===== src/rtl/branch_predictor_if.sv =====
// Fetch-side lookup and execute-side resolution signals between the core and
// the branch predictor. The core drives the master side; the predictor is the slave.
interface branch_predictor_if #(
  parameter int DATA_LEN = 32
);
  logic                hold;
  logic [DATA_LEN-1:0] if_pc;
  logic                pred_taken;
  logic [DATA_LEN-1:0] pred_target;
  logic                ex_valid;
  logic [DATA_LEN-1:0] ex_pc;
  logic                ex_is_jump;
  logic                ex_taken;
  logic [DATA_LEN-1:0] ex_target;
  logic                ex_pred_taken;
  logic [DATA_LEN-1:0] ex_pred_target;
  logic                mispredict;
  logic [DATA_LEN-1:0] redirect_pc;
  logic [DATA_LEN-1:0] branch_count;
  logic [DATA_LEN-1:0] mispredict_count;

  modport master (
    output hold, if_pc, ex_valid, ex_pc, ex_is_jump, ex_taken, ex_target,
           ex_pred_taken, ex_pred_target,
    input  pred_taken, pred_target, mispredict, redirect_pc,
           branch_count, mispredict_count
  );

  modport slave (
    input  hold, if_pc, ex_valid, ex_pc, ex_is_jump, ex_taken, ex_target,
           ex_pred_taken, ex_pred_target,
    output pred_taken, pred_target, mispredict, redirect_pc,
           branch_count, mispredict_count
  );
endinterface


===== src/rtl/branch_predictor.sv =====
// Direct-mapped BTB with per-entry saturating counters: combinational lookup in IF,
// training and misprediction detection from the resolved branch in EX.
module branch_predictor #(
  parameter int DATA_LEN = 32,
  parameter int ENTRIES  = 16,
  parameter int CNT_BITS = 2,
  parameter int IDX_LEN  = $clog2(ENTRIES)
) (
  input  logic clk,
  input  logic reset,
  branch_predictor_if.slave bp
);
  localparam int TAG_LEN = DATA_LEN - IDX_LEN - 2;
  localparam logic [CNT_BITS-1:0] CNT_MAX = '1;
  localparam logic [CNT_BITS-1:0] CNT_WT  = CNT_BITS'(1) << (CNT_BITS - 1);
  localparam logic [CNT_BITS-1:0] CNT_WNT = CNT_WT - CNT_BITS'(1);

  logic [ENTRIES-1:0]  valid_q, valid_d;
  logic [TAG_LEN-1:0]  tag_q    [ENTRIES];
  logic [TAG_LEN-1:0]  tag_d    [ENTRIES];
  logic [DATA_LEN-1:0] target_q [ENTRIES];
  logic [DATA_LEN-1:0] target_d [ENTRIES];
  logic [CNT_BITS-1:0] cnt_q    [ENTRIES];
  logic [CNT_BITS-1:0] cnt_d    [ENTRIES];
  logic [DATA_LEN-1:0] br_cnt_q, br_cnt_d;
  logic [DATA_LEN-1:0] mp_cnt_q, mp_cnt_d;

  logic [IDX_LEN-1:0]  if_idx, ex_idx;
  logic [TAG_LEN-1:0]  if_tag, ex_tag;
  logic                if_hit, ex_hit, ex_act_taken, upd;
  logic [DATA_LEN-1:0] act_next;
  logic                unused_ok;

  function automatic logic [CNT_BITS-1:0] cnt_next(input logic [CNT_BITS-1:0] c,
                                                   input logic taken,
                                                   input logic jump);
    if (jump)  return CNT_MAX;
    if (taken) return (c == CNT_MAX) ? c : c + CNT_BITS'(1);
    return (c == '0) ? c : c - CNT_BITS'(1);
  endfunction

  assign if_idx = bp.if_pc[IDX_LEN+1:2];
  assign if_tag = bp.if_pc[DATA_LEN-1:IDX_LEN+2];
  assign ex_idx = bp.ex_pc[IDX_LEN+1:2];
  assign ex_tag = bp.ex_pc[DATA_LEN-1:IDX_LEN+2];

  // Lookup reads the registered table, so a same-cycle update is seen next cycle.
  assign if_hit         = valid_q[if_idx] && (tag_q[if_idx] == if_tag);
  assign bp.pred_taken  = if_hit && cnt_q[if_idx][CNT_BITS-1];
  assign bp.pred_target = bp.pred_taken ? target_q[if_idx] : bp.if_pc + DATA_LEN'(4);

  assign ex_act_taken   = bp.ex_taken || bp.ex_is_jump;
  assign act_next       = ex_act_taken ? bp.ex_target : bp.ex_pc + DATA_LEN'(4);
  // Comparing full next-PC catches right-direction/wrong-target predictions too.
  assign bp.mispredict  = bp.ex_valid && (bp.ex_pred_target != act_next);
  assign bp.redirect_pc = bp.ex_valid ? act_next : '0;
  assign ex_hit         = valid_q[ex_idx] && (tag_q[ex_idx] == ex_tag);
  assign upd            = bp.ex_valid && !bp.hold;

  assign bp.branch_count     = br_cnt_q;
  assign bp.mispredict_count = mp_cnt_q;

  assign unused_ok = ^{bp.if_pc[1:0], bp.ex_pc[1:0], bp.ex_pred_taken};

  always_comb begin
    valid_d  = valid_q;
    tag_d    = tag_q;
    target_d = target_q;
    cnt_d    = cnt_q;
    br_cnt_d = br_cnt_q;
    mp_cnt_d = mp_cnt_q;
    if (upd) begin
      br_cnt_d = br_cnt_q + DATA_LEN'(1);
      if (bp.mispredict) mp_cnt_d = mp_cnt_q + DATA_LEN'(1);
      if (ex_hit) begin
        cnt_d[ex_idx] = cnt_next(cnt_q[ex_idx], ex_act_taken, bp.ex_is_jump);
        if (ex_act_taken) target_d[ex_idx] = bp.ex_target;
      end else if (ex_act_taken) begin
        // Not-taken misses never allocate; they would only evict useful entries.
        valid_d[ex_idx]  = 1'b1;
        tag_d[ex_idx]    = ex_tag;
        target_d[ex_idx] = bp.ex_target;
        cnt_d[ex_idx]    = bp.ex_is_jump ? CNT_MAX : CNT_WT;
      end
    end
  end

  always_ff @(posedge clk or negedge reset) begin
    if (!reset) begin
      valid_q  <= '0;
      br_cnt_q <= '0;
      mp_cnt_q <= '0;
      for (int i = 0; i < ENTRIES; i++) begin
        tag_q[i]    <= '0;
        target_q[i] <= '0;
        cnt_q[i]    <= CNT_WNT;
      end
    end else begin
      valid_q  <= valid_d;
      tag_q    <= tag_d;
      target_q <= target_d;
      cnt_q    <= cnt_d;
      br_cnt_q <= br_cnt_d;
      mp_cnt_q <= mp_cnt_d;
    end
  end
endmodule

===== src/flat_wrapper.sv =====
// flat-port wrapper written by rule: the top's interface ports become plain ports
module branch_predictor_flat 
#(
  parameter int DATA_LEN = 32,
  parameter int ENTRIES  = 16,
  parameter int CNT_BITS = 2,
  parameter int IDX_LEN  = $clog2(ENTRIES)
)
  (clk, reset, bp_hold, bp_if_pc, bp_ex_valid, bp_ex_pc, bp_ex_is_jump, bp_ex_taken, bp_ex_target, bp_ex_pred_taken, bp_ex_pred_target, bp_pred_taken, bp_pred_target, bp_mispredict, bp_redirect_pc, bp_branch_count, bp_mispredict_count);
  branch_predictor_if #(.DATA_LEN(DATA_LEN)) bp_i ();
  input  logic clk;
  input  logic reset;
  input wire logic [$bits(bp_i.hold)-1:0] bp_hold;
  input wire logic [$bits(bp_i.if_pc)-1:0] bp_if_pc;
  input wire logic [$bits(bp_i.ex_valid)-1:0] bp_ex_valid;
  input wire logic [$bits(bp_i.ex_pc)-1:0] bp_ex_pc;
  input wire logic [$bits(bp_i.ex_is_jump)-1:0] bp_ex_is_jump;
  input wire logic [$bits(bp_i.ex_taken)-1:0] bp_ex_taken;
  input wire logic [$bits(bp_i.ex_target)-1:0] bp_ex_target;
  input wire logic [$bits(bp_i.ex_pred_taken)-1:0] bp_ex_pred_taken;
  input wire logic [$bits(bp_i.ex_pred_target)-1:0] bp_ex_pred_target;
  output wire logic [$bits(bp_i.pred_taken)-1:0] bp_pred_taken;
  output wire logic [$bits(bp_i.pred_target)-1:0] bp_pred_target;
  output wire logic [$bits(bp_i.mispredict)-1:0] bp_mispredict;
  output wire logic [$bits(bp_i.redirect_pc)-1:0] bp_redirect_pc;
  output wire logic [$bits(bp_i.branch_count)-1:0] bp_branch_count;
  output wire logic [$bits(bp_i.mispredict_count)-1:0] bp_mispredict_count;
  assign bp_i.hold = bp_hold;
  assign bp_i.if_pc = bp_if_pc;
  assign bp_i.ex_valid = bp_ex_valid;
  assign bp_i.ex_pc = bp_ex_pc;
  assign bp_i.ex_is_jump = bp_ex_is_jump;
  assign bp_i.ex_taken = bp_ex_taken;
  assign bp_i.ex_target = bp_ex_target;
  assign bp_i.ex_pred_taken = bp_ex_pred_taken;
  assign bp_i.ex_pred_target = bp_ex_pred_target;
  assign bp_pred_taken = bp_i.pred_taken;
  assign bp_pred_target = bp_i.pred_target;
  assign bp_mispredict = bp_i.mispredict;
  assign bp_redirect_pc = bp_i.redirect_pc;
  assign bp_branch_count = bp_i.branch_count;
  assign bp_mispredict_count = bp_i.mispredict_count;
  branch_predictor #(.DATA_LEN(DATA_LEN), .ENTRIES(ENTRIES), .CNT_BITS(CNT_BITS), .IDX_LEN(IDX_LEN)) u_core (.clk(clk), .reset(reset), .bp(bp_i));
endmodule

===== config.mk =====
export PLATFORM = sky130hd
export DESIGN_NAME = branch_predictor_flat
export DESIGN_NICKNAME = d
export VERILOG_FILES = /design/src/rtl/branch_predictor_if.sv /design/src/rtl/branch_predictor.sv /design/src/flat_wrapper.sv
export SDC_FILE = /design/constraint.sdc
export NUM_CORES = 2
export LEC_CHECK = 0
export ABC_AREA = 1
export ABC_CLOCK_PERIOD_IN_PS = 3700
export CORE_MARGIN = 4
export CORE_UTILIZATION = 35
export CTS_CLUSTER_DIAMETER = 150
export DETAILED_ROUTE_END_ITERATION = 10
export REMOVE_ABC_BUFFERS = 1
export SLEW_MARGIN = 10
export SYNTH_ARGS = -nofsm -noshare
export SYNTH_HDL_FRONTEND = slang
export SYNTH_SLANG_ARGS = --single-unit

===== constraint.sdc =====
create_clock -name clk -period 3.7 [get_ports clk]
set_input_delay 0.925 -clock clk [delete_from_list [all_inputs] [get_ports clk]]
set_output_delay 0.925 -clock clk [all_outputs]
set_load 0.01 [all_outputs]

Fig. 1: congestion heat map
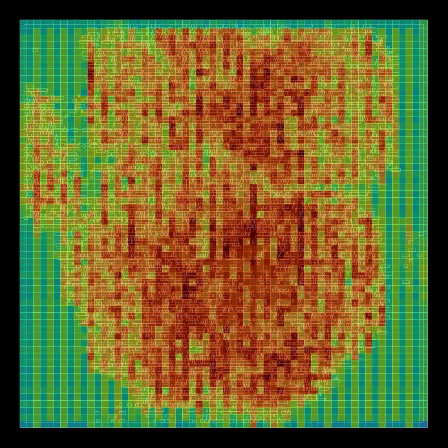
met1 layer usage reported by global route: 38.41%
final core utilization: 46.56%
Most Used Layer, Global Route: met2
GRT met3 Usage: 4.444%
Avg WL per Cell: 23.39 µm

Fig. 2: wire density map
Scale bar: 100 µm. 21 x 21 tiles, from dark blue (low) to red (high), scaled to the fullest tile. Values are wire area over tile area, all layers added.
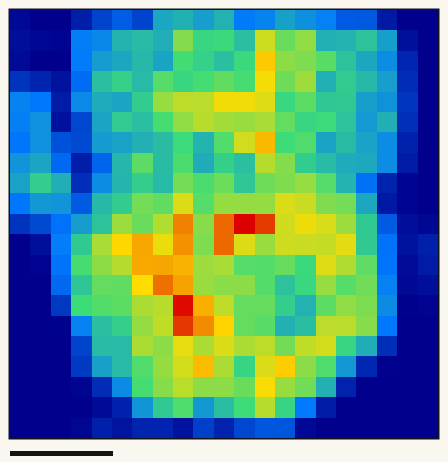
The mean over all tiles is 0.26. 37% of the tiles are over half the peak. The fullest tile reaches 0.71. The densest ninth of the die: centre. 17% of the tiles are nearly empty. The emptiest ninth of the die: south-west.

==> results_slide.txt <==
Synthesis and Place & Route Summary

Logic synthesis
  – Avg Inst Size Synth: 7.041 µm²
  – Most used flip-flop cell: dfrtp_1
  – Unique cell types: 47
  – Top cells by area: dfrtp_1 44%, nand2_1 18%, o21ai_0 9.4%
  – Yosys cell count: 8,252
  – Ys async rst share: 100.0%
  – Compound Share, Synth: 13.99%
  – Mapped cell area: 58,110 µm²

Run status
  – Failing checks: setup timing
  – Status: finished with violations

Timing
  – Worst Max-Slew Pin Slew: 0.9354 ns
  – Final setup viols: 34
  – Slack of the critical path: -1.005 ns
  – Endpoints failing hold: 0
  – Hold WS: 0.1385 ns
  – Slew HR: 37.64%
  – Highest clock rate: 0.2126 GHz
  – Worst Clk Skew: 0.07259 ns
  – Max Transition Viols Final: 0

Critical path
  – Crit. End Element: output pin
  – Crit path kind: primary input to output pin
  – Worst path arrival time: 3.78 ns
  – Crit path DRT: 2.77 ns
  – Critical path peak fanout: 11

Final layout
  – Register area: 26,050 µm²
  – Fin nets: 9,161
  – Layout Cell Area excl Fill: 76,810 µm²
  – Area growth, synth to finish: 32.19%

Power
  – Pwr per Cell Area: 443.8 nW/µm²
  – Leakage Power: 38.27 nW

Global route
  – Grt total ovfl: 0
  – Initial antenna violation count: 6
  – Number of global-route vias before repair: 58,583

Routing
  – Routed WL: 264,500 µm
  – # DRC: 0
  – Metal-1 WL: 103,600 µm
  – Vias: 61,861
  – Met3 WL post-DR: 22,180 µm
  – Initial drt markers: 7,779
  – Met2 routed WL: 117,500 µm

Floorplan
  – Chip area: 172,600 µm²
  – Core Area: 165,000 µm²

Place
  – # port buffers: 263
  – RePlAce Congestion: 1.017

Clocking
  – Insertion Delay late pin: 0.80 ns
  – H-tree depth: 3
Fig. 3: placement by cell class
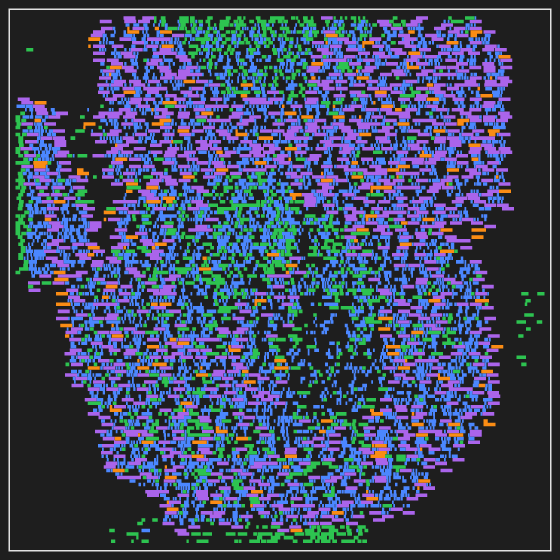
Key: green = remaining buffers and delay cells [cells 1,267]; orange = clock drivers and dummy loads [cells 219]; blue = remaining logic cells [cells 6,592]; purple = registers [cells 1,040]
FP Rows: 149
fraction of area in registers: 33.91%

==> what timing repair did <==
item,4_1_cts,5_1_grt
hold buffers,0,0
cloned,11,6
setup buffers,71,22
pin swaps,138,136
setup endpoints to repair,63,52
resized,693,230
==> critical path, stage by stage <==
cell and delay (ns):
buf_16 0.15, buf_12 0.20, clkinv_16 0.10, buf_12 0.16, a21oi_2 0.19, o21ai_4 0.07
nand2_1 0.06, buf_4 0.10, nand2_2 0.05, nand2_4 0.14, inv_2 0.06, nand3_2 0.07
nand2_1 0.06, nor2_1 0.09, nand2_1 0.06, nor2_1 0.10, nand2_1 0.10, nor2_4 0.16
buf_12 0.15, clkinvlp_4 0.17, buf_12 0.18, buf_12 0.11, nand2_2 0.04, nand2_1 0.04
buf_2 0.13
==> cells in the final DEF (no fill, tap or decap), types with 82 or more instances in the layout <==
master,netlist,final
nand2_2,5,101
nand2_1,2830,2699
o21ai_0,1089,1004
buf_4,28,739
nor2_1,667,612
o211ai_1,87,87
clkbuf_16,0,124
buf_12,1,178
a21oi_1,197,178
nand3_1,812,730
dfrtp_1,1024,1024
o22ai_1,82,82
inv_1,493,463
clkdlybuf4s50_1,0,169
==> sequential cells by signal, indices dropped and copies added, names as in the netlist <==
name / count
u_core.bp.branch_count: 32
u_core.tag_q: 416
u_core.cnt_q: 32
u_core.valid_q: 16
u_core.bp.mispredict_count: 32
u_core.target_q: 512
==> final timing paths <==
| path | from | endpoint | slack, ns | cells past startpoint |
|---|---|---|---|---|
| setup / recovery | bp_if_pc[2] | bp_pred_target[1] | -1.00 | 25 |
| hold / removal | reset | u_core.target_q[131] | 0.14 | 1 |
| setup reg to reg | u_core.tag_q[19] | u_core.cnt_q[3] | 0.62 | 22 |
| hold reg to reg | u_core.cnt_q[18] | u_core.cnt_q[18] | 0.46 | 2 |
| max in group asynchronous | reset | u_core.tag_q[282] | 2.44 | 3 |
| min in group clk | u_core.cnt_q[18] | u_core.cnt_q[18] | 0.46 | 2 |
==> cell type report <==
class	count	area share, %
diodes	2	0.006516
clock buffers	166	4.405
clock inverters	53	0.9008
inverters	517	2.588
multi-input cells	6074	37.72
flip-flops and latches	1040	33.91
well taps	2189	3.566
repair buffers	1267	16.87
repair inverters	1	0.03909
==> report_power, final <==
part / switching (mW) / internal, mW / total [mW]
registers: 1.15 / 13.2 / 14.4
logic: 4.37 / 3.00 / 7.38
clock network: 5.28 / 7.05 / 12.3
==> through the flow <==
| stage | total power [mW] | util [%] | std cells | TNS, ns |
|---|---|---|---|---|
| 2_1_floorplan | 17.64 | - | 7631 | -1414.48 |
| 3_3_place_gp | 21.26 | 42.41 | 11002 | -396.07 |
| 3_5_place_dp | 21.44 | 42.41 | 11002 | -406.16 |
| 4_1_cts | 34.01 | 46.15 | 11298 | -26.59 |
| 5_1_grt | 35.69 | 46.55 | 11308 | -31.92 |
| 6_report | 34.08 | 46.56 | 11309 | -29.27 |
==> per-layer routing <==
layer  vias to the layer above  track usage, %
met2                      3192           45.93
li1                      28247               -
met5                         -               0
met3                       709           4.444
met1                     29713           38.41
met4                         0           20.45
Power and IR drop assume default switching activity.
